`config.mk`:
```
export PLATFORM = sky130hd
export DESIGN_NAME = uart_tx_arbiter_flat
export DESIGN_NICKNAME = d
export VERILOG_FILES = /design/src/rtl/uart_tx_arbiter_if.sv /design/src/rtl/uart_tx_arbiter.sv /design/src/flat_wrapper.sv
export SDC_FILE = /design/constraint.sdc
export NUM_CORES = 1
export LEC_CHECK = 0
export CAP_MARGIN = 20
export CORE_MARGIN = 2
export CORE_UTILIZATION = 45
export DETAILED_ROUTE_END_ITERATION = 10
export PLACE_DENSITY = 0.72
export SETUP_SLACK_MARGIN = 0.5
export SYNTH_ARGS = -nofsm -noshare
export SYNTH_HDL_FRONTEND = slang
export SYNTH_SLANG_ARGS = --single-unit
```
`constraint.sdc`:
```
create_clock -name clk -period 1.85 [get_ports clk]
set_input_delay 0.185 -clock clk [delete_from_list [all_inputs] [get_ports clk]]
set_output_delay 0.185 -clock clk [all_outputs]
set_load 0.01 [all_outputs]
```
`src/rtl/uart_tx_arbiter_if.sv`:
```
// Handshake bundle between the message sources, the arbiter and the UART serializer.
// The arbiter uses the slave view; the requester/serializer side uses the master view.
interface uart_tx_arbiter_if #(
  parameter int unsigned REQ_NUM = 2
);
  logic [REQ_NUM-1:0]   reqValid;
  logic [8*REQ_NUM-1:0] reqData;
  logic [REQ_NUM-1:0]   reqLast;
  logic [REQ_NUM-1:0]   reqReady;
  logic [7:0]           txData;
  logic                 txValid;
  logic                 txReady;
  logic [REQ_NUM-1:0]   grant;
  logic                 busy;
  logic                 abortPulse;

  modport slave (
    input  reqValid, reqData, reqLast, txReady,
    output reqReady, txData, txValid, grant, busy, abortPulse
  );

  modport master (
    output reqValid, reqData, reqLast, txReady,
    input  reqReady, txData, txValid, grant, busy, abortPulse
  );
endinterface

```
`src/rtl/uart_tx_arbiter.sv`:
```
// Message-atomic round-robin arbiter sharing one byte UART transmitter between
// REQ_NUM sources, with a stall watchdog that reclaims the line from a silent owner.
module uart_tx_arbiter #(
  parameter int unsigned REQ_NUM     = 2,
  parameter int unsigned STALL_LIMIT = 1000000,
  parameter int unsigned CNT_W       = 20
) (
  input  logic             clk,
  input  logic             uartTxRstN,
  uart_tx_arbiter_if.slave bus
);
  localparam int unsigned IDX_W = (REQ_NUM > 1) ? $clog2(REQ_NUM) : 1;

  typedef enum logic {IDLE, GRANT} state_t;

  state_t             state_q, state_d;
  logic [REQ_NUM-1:0] grant_q, grant_d;
  logic [IDX_W-1:0]   owner_q, owner_d;
  logic [IDX_W-1:0]   rrPtr_q, rrPtr_d;
  logic [CNT_W-1:0]   stallCnt_q, stallCnt_d;

  logic               ownValid, ownLast, xfer, stalled, stallHit, found;
  logic [IDX_W-1:0]   nextPtr;
  int unsigned        cand;

  always_ff @(posedge clk or negedge uartTxRstN) begin
    if (!uartTxRstN) begin
      state_q    <= IDLE;
      grant_q    <= '0;
      owner_q    <= '0;
      rrPtr_q    <= '0;
      stallCnt_q <= '0;
    end else begin
      state_q    <= state_d;
      grant_q    <= grant_d;
      owner_q    <= owner_d;
      rrPtr_q    <= rrPtr_d;
      stallCnt_q <= stallCnt_d;
    end
  end

  // Only a silent owner counts as stalled; backpressure leaves txValid high.
  always_comb begin
    ownValid = bus.reqValid[owner_q];
    ownLast  = bus.reqLast[owner_q];
    xfer     = (state_q == GRANT) && ownValid && bus.txReady;
    stalled  = (state_q == GRANT) && !ownValid;
    stallHit = stalled && (stallCnt_q == CNT_W'(STALL_LIMIT - 1));
    nextPtr  = (owner_q == IDX_W'(REQ_NUM - 1)) ? '0 : owner_q + IDX_W'(1);
  end

  always_comb begin
    state_d    = state_q;
    grant_d    = grant_q;
    owner_d    = owner_q;
    rrPtr_d    = rrPtr_q;
    stallCnt_d = stallCnt_q;
    found      = 1'b0;
    cand       = 0;
    case (state_q)
      IDLE: begin
        stallCnt_d = '0;
        for (int unsigned k = 0; k < REQ_NUM; k++) begin
          if (!found && bus.reqValid[IDX_W'((32'(rrPtr_q) + k) % REQ_NUM)]) begin
            found = 1'b1;
            cand  = (32'(rrPtr_q) + k) % REQ_NUM;
          end
        end
        if (found) begin
          state_d = GRANT;
          owner_d = IDX_W'(cand);
          grant_d = REQ_NUM'(1) << cand;
        end
      end
      GRANT: begin
        if (xfer) begin
          stallCnt_d = '0;
          if (ownLast) begin
            state_d = IDLE;
            grant_d = '0;
            rrPtr_d = nextPtr;
          end
        end else if (stallHit) begin
          state_d    = IDLE;
          grant_d    = '0;
          rrPtr_d    = nextPtr;
          stallCnt_d = '0;
        end else if (stalled) begin
          stallCnt_d = stallCnt_q + CNT_W'(1);
        end
      end
      default: state_d = IDLE;
    endcase
  end

  always_comb begin
    bus.busy       = (state_q == GRANT);
    bus.grant      = grant_q;
    bus.txValid    = (state_q == GRANT) && ownValid;
    bus.txData     = bus.reqData[{owner_q, 3'b000} +: 8];
    bus.reqReady   = (state_q == GRANT) ? (grant_q & {REQ_NUM{bus.txReady}}) : '0;
    bus.abortPulse = stallHit;
  end
endmodule

```
`src/flat_wrapper.sv`:
```
// flat-port wrapper written by rule: the top's interface ports become plain ports
module uart_tx_arbiter_flat 
#(
  parameter int unsigned REQ_NUM     = 2,
  parameter int unsigned STALL_LIMIT = 1000000,
  parameter int unsigned CNT_W       = 20
)
  (clk, uartTxRstN, bus_reqValid, bus_reqData, bus_reqLast, bus_txReady, bus_reqReady, bus_txData, bus_txValid, bus_grant, bus_busy, bus_abortPulse);
  uart_tx_arbiter_if #(.REQ_NUM(REQ_NUM)) bus_i ();
  input  logic clk;
  input  logic uartTxRstN;
  input wire logic [$bits(bus_i.reqValid)-1:0] bus_reqValid;
  input wire logic [$bits(bus_i.reqData)-1:0] bus_reqData;
  input wire logic [$bits(bus_i.reqLast)-1:0] bus_reqLast;
  input wire logic [$bits(bus_i.txReady)-1:0] bus_txReady;
  output wire logic [$bits(bus_i.reqReady)-1:0] bus_reqReady;
  output wire logic [$bits(bus_i.txData)-1:0] bus_txData;
  output wire logic [$bits(bus_i.txValid)-1:0] bus_txValid;
  output wire logic [$bits(bus_i.grant)-1:0] bus_grant;
  output wire logic [$bits(bus_i.busy)-1:0] bus_busy;
  output wire logic [$bits(bus_i.abortPulse)-1:0] bus_abortPulse;
  assign bus_i.reqValid = bus_reqValid;
  assign bus_i.reqData = bus_reqData;
  assign bus_i.reqLast = bus_reqLast;
  assign bus_i.txReady = bus_txReady;
  assign bus_reqReady = bus_i.reqReady;
  assign bus_txData = bus_i.txData;
  assign bus_txValid = bus_i.txValid;
  assign bus_grant = bus_i.grant;
  assign bus_busy = bus_i.busy;
  assign bus_abortPulse = bus_i.abortPulse;
  uart_tx_arbiter #(.REQ_NUM(REQ_NUM), .STALL_LIMIT(STALL_LIMIT), .CNT_W(CNT_W)) u_core (.clk(clk), .uartTxRstN(uartTxRstN), .bus(bus_i));
endmodule
```
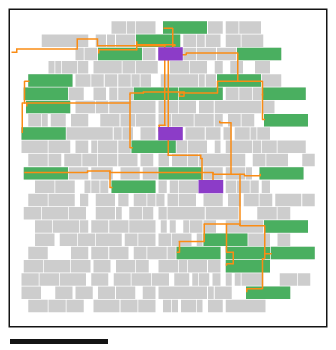
run_1/clock_wires.png
Bar = 20 um.
Key: clock-net drivers = purple [count 3]; flip-flops = green [count 25]; clock wires = orange [length 360 um]
There are 4 routed clock nets.
clock-net power: 346 uW
clk_lat worst skew: 0.28 ns
Worst Skew: 0.00360 ns
clock share of power: 0.130

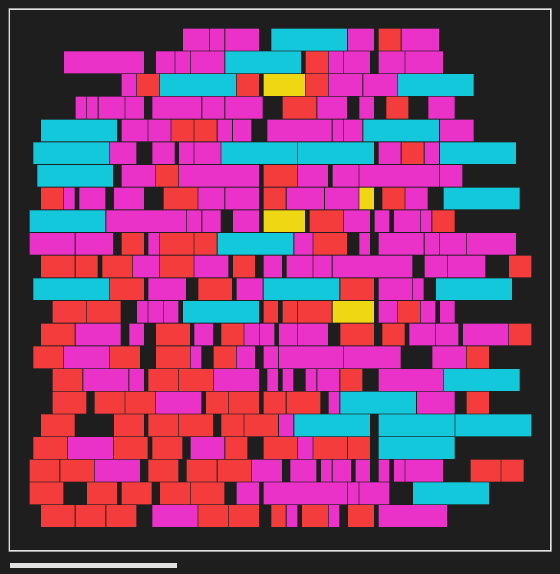
run_1/class_map.png
Bar = 20 um.
Key: remaining buffers and delay cells = red [cells 93, share of their area 31%]; sequential cells = cyan [cells 25, share of their area 22%]; clock drivers and dummy loads = yellow [cells 4, share of their area 1.6%]; remaining logic cells = magenta [cells 138, share of their area 46%]
site row count: 22
final instance area: 0.00290 mm^2

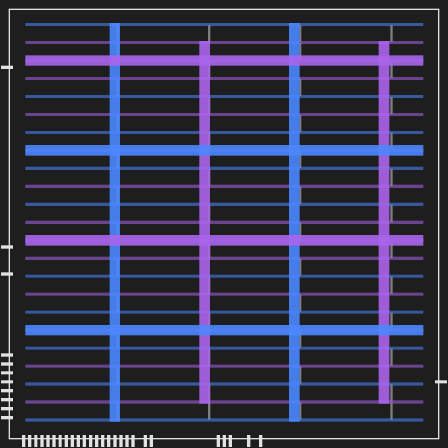
run_1/floorplan.png
Pins as bars on the die edge. Tap cells in grey.
Key: VDD = purple; VSS = blue
4 straps on met5. 38 signal pins sit on the boundary. 4 straps on met4. 23 met1 rails follow the rows. The core has 22 rows.
Die H: 64.8 um
maximum vdd drop: 0.625 mV
Die X: 64.8 um
core area: 0.00361 mm^2

==> flow_summary_export.csv, run 1 <==
group,metric,value,unit
clock_network,htreeDepth,1,
synthesis,mux_share,0.0866,
worst_setup_path,r2r_start,"u_core.owner_q$_DFFE_PN0P_",
clock_network,numCtsBuffers,3,
synthesis,async_flop_share,1.00,
synthesis,simple_gate_area_frac,0.219,
timing,fin_ws,-0.0842,ns
worst_setup_path,worstPathRequired,2.06,ns
routing,final_antenna_net_count,0,
cells_and_area,final_cells,308,
worst_setup_path,slowest_stage,"or4_4",
synthesis,yosys_warnings,0,
global_route,grt_pass1_vias,1935,
worst_setup_path,path_cells,"mux2i_4 > o2111ai_4 > or4_4 > a21oi_2",
global_route,grt_max_degree,26,
synthesis,synth-xor-area-share,0.0211,
status,status,"complete, but fails checks",
floorplan,initCoreUtil,0.461,
cells_and_area,post-route-util,0.805,
cells_and_area,seq_area,626,um^2
clock_network,clk_pin_slew,0.09,ns
cells_and_area,logic_area,0.00127,mm^2
global_route,track_usage,0.282,
synthesis,synth.avg_cell_area,9.60,um^2
worst_setup_path,endpoint_kind,"register",
timing,tightest_slew,0.492,ns
timing,slew_viol_final,0,
routing,wl,6.73,mm
timing,finalCriticalPeriod,1.93,ns
timing,setup_viol,10,
timing,relSlewSlack,0.665,
worst_setup_path,cp.arrival,2.14,ns
synthesis,yosysTopAreaCell,"dfrtp_1",
status,violations,"setup timing",
worst_setup_path,reg2reg_depth,4,
routing,routedWlPerCell,21.8,um
synthesis,fp_nets,197,
clock_network,clock-root-buffer,"clkbuf_8",
clock_network,clk_path_buf_depth,2,
global_route,grt_pass1_wl,9.23,mm
[run 1: layer usage]
metal | track usage | vias up | wire [um]
met4 | 0.130 | 0 | 260
met1 | 0.359 | 934 | 2510
li1 | - | 845 | -
met2 | 0.469 | 123 | 3510
met3 | 0.0451 | 26 | 449
met5 | 0 | - | 0
[run 1: area by class of cell]
type	count	area share
Clock buffer	3	0.0142
Timing Repair Buffer	93	0.300
Tap cell	48	0.0207
Multi-Input combinational cell	130	0.437
Clock inverter	1	0.00172
Sequential cell	25	0.215
Inverter	8	0.0103
[run 1: power by group]
| group | internal, mW | switching (mW) | leakage, nW | total (mW) |
|---|---|---|---|---|
| clock | 0.151 | 0.194 | 0.0255 | 0.346 |
| combinational | 0.842 | 0.771 | 0.805 | 1.61 |
| sequential | 0.622 | 0.0722 | 0.339 | 0.694 |
[run 1: timing repair]
action	CTS	global route
cloned	2	1
pin swaps	5	30
buffers inserted	16	7
setup endpoints to repair	39	34
resized	98	50
hold buffers	0	0
[run 1: cells in the final DEF, fill, tap and decap left out, types with 2 or more instances in the layout]
cell type / instances
mux2_4: 9
or4_1: 2
xor2_1: 4
nor4b_2: 2
nand2_2: 3
clkdlybuf4s50_1: 22
nor2_4: 3
o2111ai_4: 5
nor2_1: 7
a21oi_1: 7
clkbuf_8: 3
o21ai_0: 5
a21oi_2: 10
inv_1: 8
o211ai_1: 2
nand4_1: 4
or3_1: 2
dfrtp_1: 25
dlygate4sd2_1: 2
buf_4: 33
mux2i_1: 2
or4_4: 8
o31ai_2: 6
buf_2: 3
and4_1: 3
buf_6: 33
nand3_1: 6
o31ai_1: 4
o21ai_1: 2
nor3_1: 3
nand2_1: 5
==> run 2: changes to the inputs <==
GPL_TIMING_DRIVEN = 0   (was default)
PLACE_DENSITY = 0.79   (was 0.72)
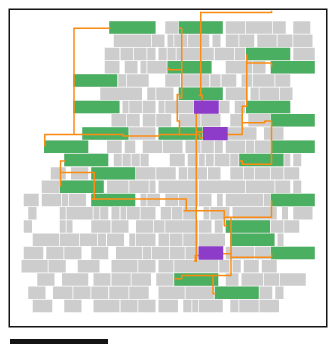
run_2/clock_wires.png
Bar = 20 um.
Key: flip-flops = green [count 25]; clock-net drivers = purple [count 3]; clock wires = orange [length 327 um]
There are 4 routed clock nets.
Worst Skew: 0.00640 ns
clock share of power: 0.135
clock-net power: 349 uW

==> flow_summary_export.csv, run 2 <==
group,metric,value,unit
worst_setup_path,worstPathRequired,2.01,ns
timing,tightest_slew,0.588,ns
timing,finalCriticalPeriod,1.84,ns
clock_network,post_cts_resized,98,
timing,finalHoldViolCount,0,
global_route,grt_max_degree,16,
cells_and_area,final.signal_inverter_count,8,
clock_network,clock-root-buffer,"clkbuf_8",
synthesis,yosysTopAreaCell,"dfrtp_1",
clock_network,clk_path_buf_depth,2,
routing,final_antenna_net_count,0,
timing,rsz0062_at_grt,"yes",
cells_and_area,buffer_area_frac,0.285,
clock_network,numCtsBuffers,3,
timing,fin_ws,0.0124,ns
synthesis,yosys_warnings,0,
worst_setup_path,path_max_fanout,10,
power,p_leak,1.10,nW
global_route,grt_antenna_before_repair,0,
worst_setup_path,cp.arrival,1.99,ns
cells_and_area,clock_area_frac,0.0178,
synthesis,ys_seq_frac,0.377,
status,status,"complete, no violations",
global_route,grt_pass1_vias,1768,
routing,wl,5.98,mm
floorplan,die_y,64.8,um
timing,relSlewSlack,0.607,
clock_network,cts_tree,"yes",
cells_and_area,seq_area,629,um^2
floorplan,initCoreUtil,0.461,
cells_and_area,antennaDiodeCount,0,
synthesis,syn_inst,173,
clock_network,insertion_delay,0.28,ns
cells_and_area,ff_count,25,
cells_and_area,non_clock_buffer_count,81,
worst_setup_path,path_cells,"buf_2 > and4_1 > nand4_1 > buf_6 > o211ai_4 > buf_8 > a21oi_1",
worst_setup_path,slowest_stage,"dfrtp_1",
cells_and_area,sh_seq_area,0.229,
clock_network,ctsHoldBuffers,0,
clock_network,cts_sinks,25,
placed_design,dp_slack,-0.351,ns
synthesis,synth.avg_cell_area,9.60,um^2
global_route,track_usage,0.256,
floorplan,dieWidth,64.8,um
cells_and_area,clock_buffers,3,
worst_setup_path,endpoint_kind,"register",
floorplan,coreArea,0.00361,mm^2
clock_network,post_cts_buffers,23,
power,ir_worst_vdd,0.582,mV
routing,routedWlPerCell,20.3,um
synthesis,fp_nets,197,
cells_and_area,final_layout_top_logic_cells,"buf_6, dfrtp_1, clkdlybuf4s50_1, buf_4, a21oi_2",
routing,vias,1810,
synthesis,async_flop_share,1.00,
cells_and_area,logic_gates,128,
cells_and_area,largest_cell_class,"logic gates",
routing,vias_per_cell,6.16,
worst_setup_path,r2r_start,"u_core.stallCnt_q[2]$_DFFE_PN0P_",
synthesis,synth_cell_types,44,
cells_and_area,drive_gt1_frac,0.492,
timing,fmax,544,MHz
clock_network,htreeDepth,1,
global_route,grt_pass1_wl,8.42,mm
clock_network,clk_pin_slew,0.10,ns
floorplan,n_tap_cell,48,
cells_and_area,top_register,"u_core.stallCnt_q",
timing,slew_viol_final,0,
floorplan,fp-row-count,22,
timing,setup_viol,0,
cells_and_area,logic_area,0.00119,mm^2
global_route,gr-total-overflow,0,
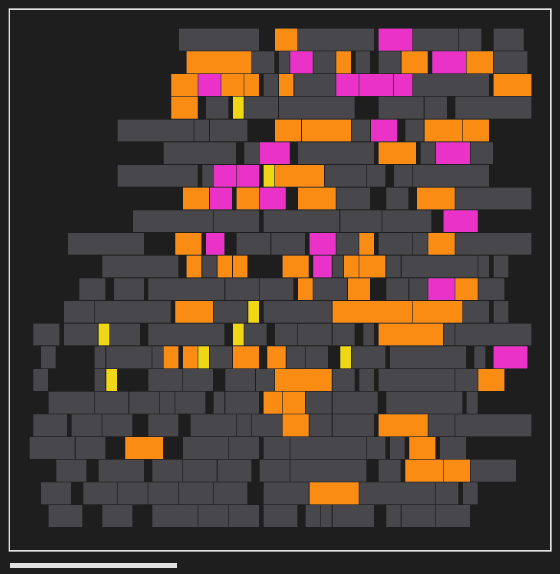
run_2/gates.png
Bar = 20 um.
Key: and/or cells = magenta [cells 20, most used or4_1]; aoi and oai cells = orange [cells 52, most used a21oi_2]; inv cells = yellow [cells 8, most used inv_1]
fin cells: 294
most frequent logic cell in the layout: buf_6
Comb/total area: 0.435

## run 2: cell count changes in the layout (fill, tap and decap cells not counted), sizes merged
cell / delta
buf: -17
clkbuf: +4
clkdlybuf4s50: -1
clkinv: -1
clkinvlp: +1
dlygate4sd2: +2
o2111ai: -2
## run 2: metal layers
metal | track usage | share of wire
met2 | 0.464 | 0.52
met1 | 0.313 | 0.40
met3 | 0.0260 | 0.053
met5 | 0 | 0
met4 | 0.0904 | 0.024
## run 2: worst paths after layout
path,end,slack (ns),cells after the start
max in group asynchronous,u_core.stallCnt_q[8]$_DFFE_PN0P_,1.07,2
max reg2reg,u_core.stallCnt_q[12]$_DFFE_PN0P_,0.01,7
min reg2reg,u_core.bus.grant[0]$_DFFE_PN0P_,0.55,2
min in group clk,u_core.bus.grant[0]$_DFFE_PN0P_,0.55,2
max,u_core.stallCnt_q[12]$_DFFE_PN0P_,0.01,7
min,u_core.stallCnt_q[15]$_DFFE_PN0P_,0.27,1
## run 2: through the flow
stage	cells	total power, mW	instance area [um^2]	utilization
global placement	258	1.58	2110	0.586
global route	294	2.68	2740	0.761
CTS	287	2.12	2470	0.686
floorplan	173	1.23	1680	-
detailed placement	259	1.59	2130	0.591
finish	294	2.58	2740	0.761
## run 2: cell families after synthesis
| family | count (synthesis) | share of synthesized area |
|---|---|---|
| AND/OR/NAND/NOR | 58 | 0.219 |
| AND-OR/OR-AND | 53 | 0.224 |
| flip-flops | 25 | 0.377 |
| buffers and inverters | 20 | 0.0655 |
| multiplexers | 12 | 0.0866 |
| XOR/XNOR | 4 | 0.0211 |
| adder cells (fa/ha/maj) | 1 | 0.00753 |
## run 2: power by group
group	leakage (nW)	switching [mW]	internal [mW]
clock	0.0217	0.195	0.153
combinational	0.748	0.691	0.858
sequential	0.334	0.0576	0.622
total	1.10	0.944	1.63
Power figures rest on the tool's default switching activity, not on a simulated workload.
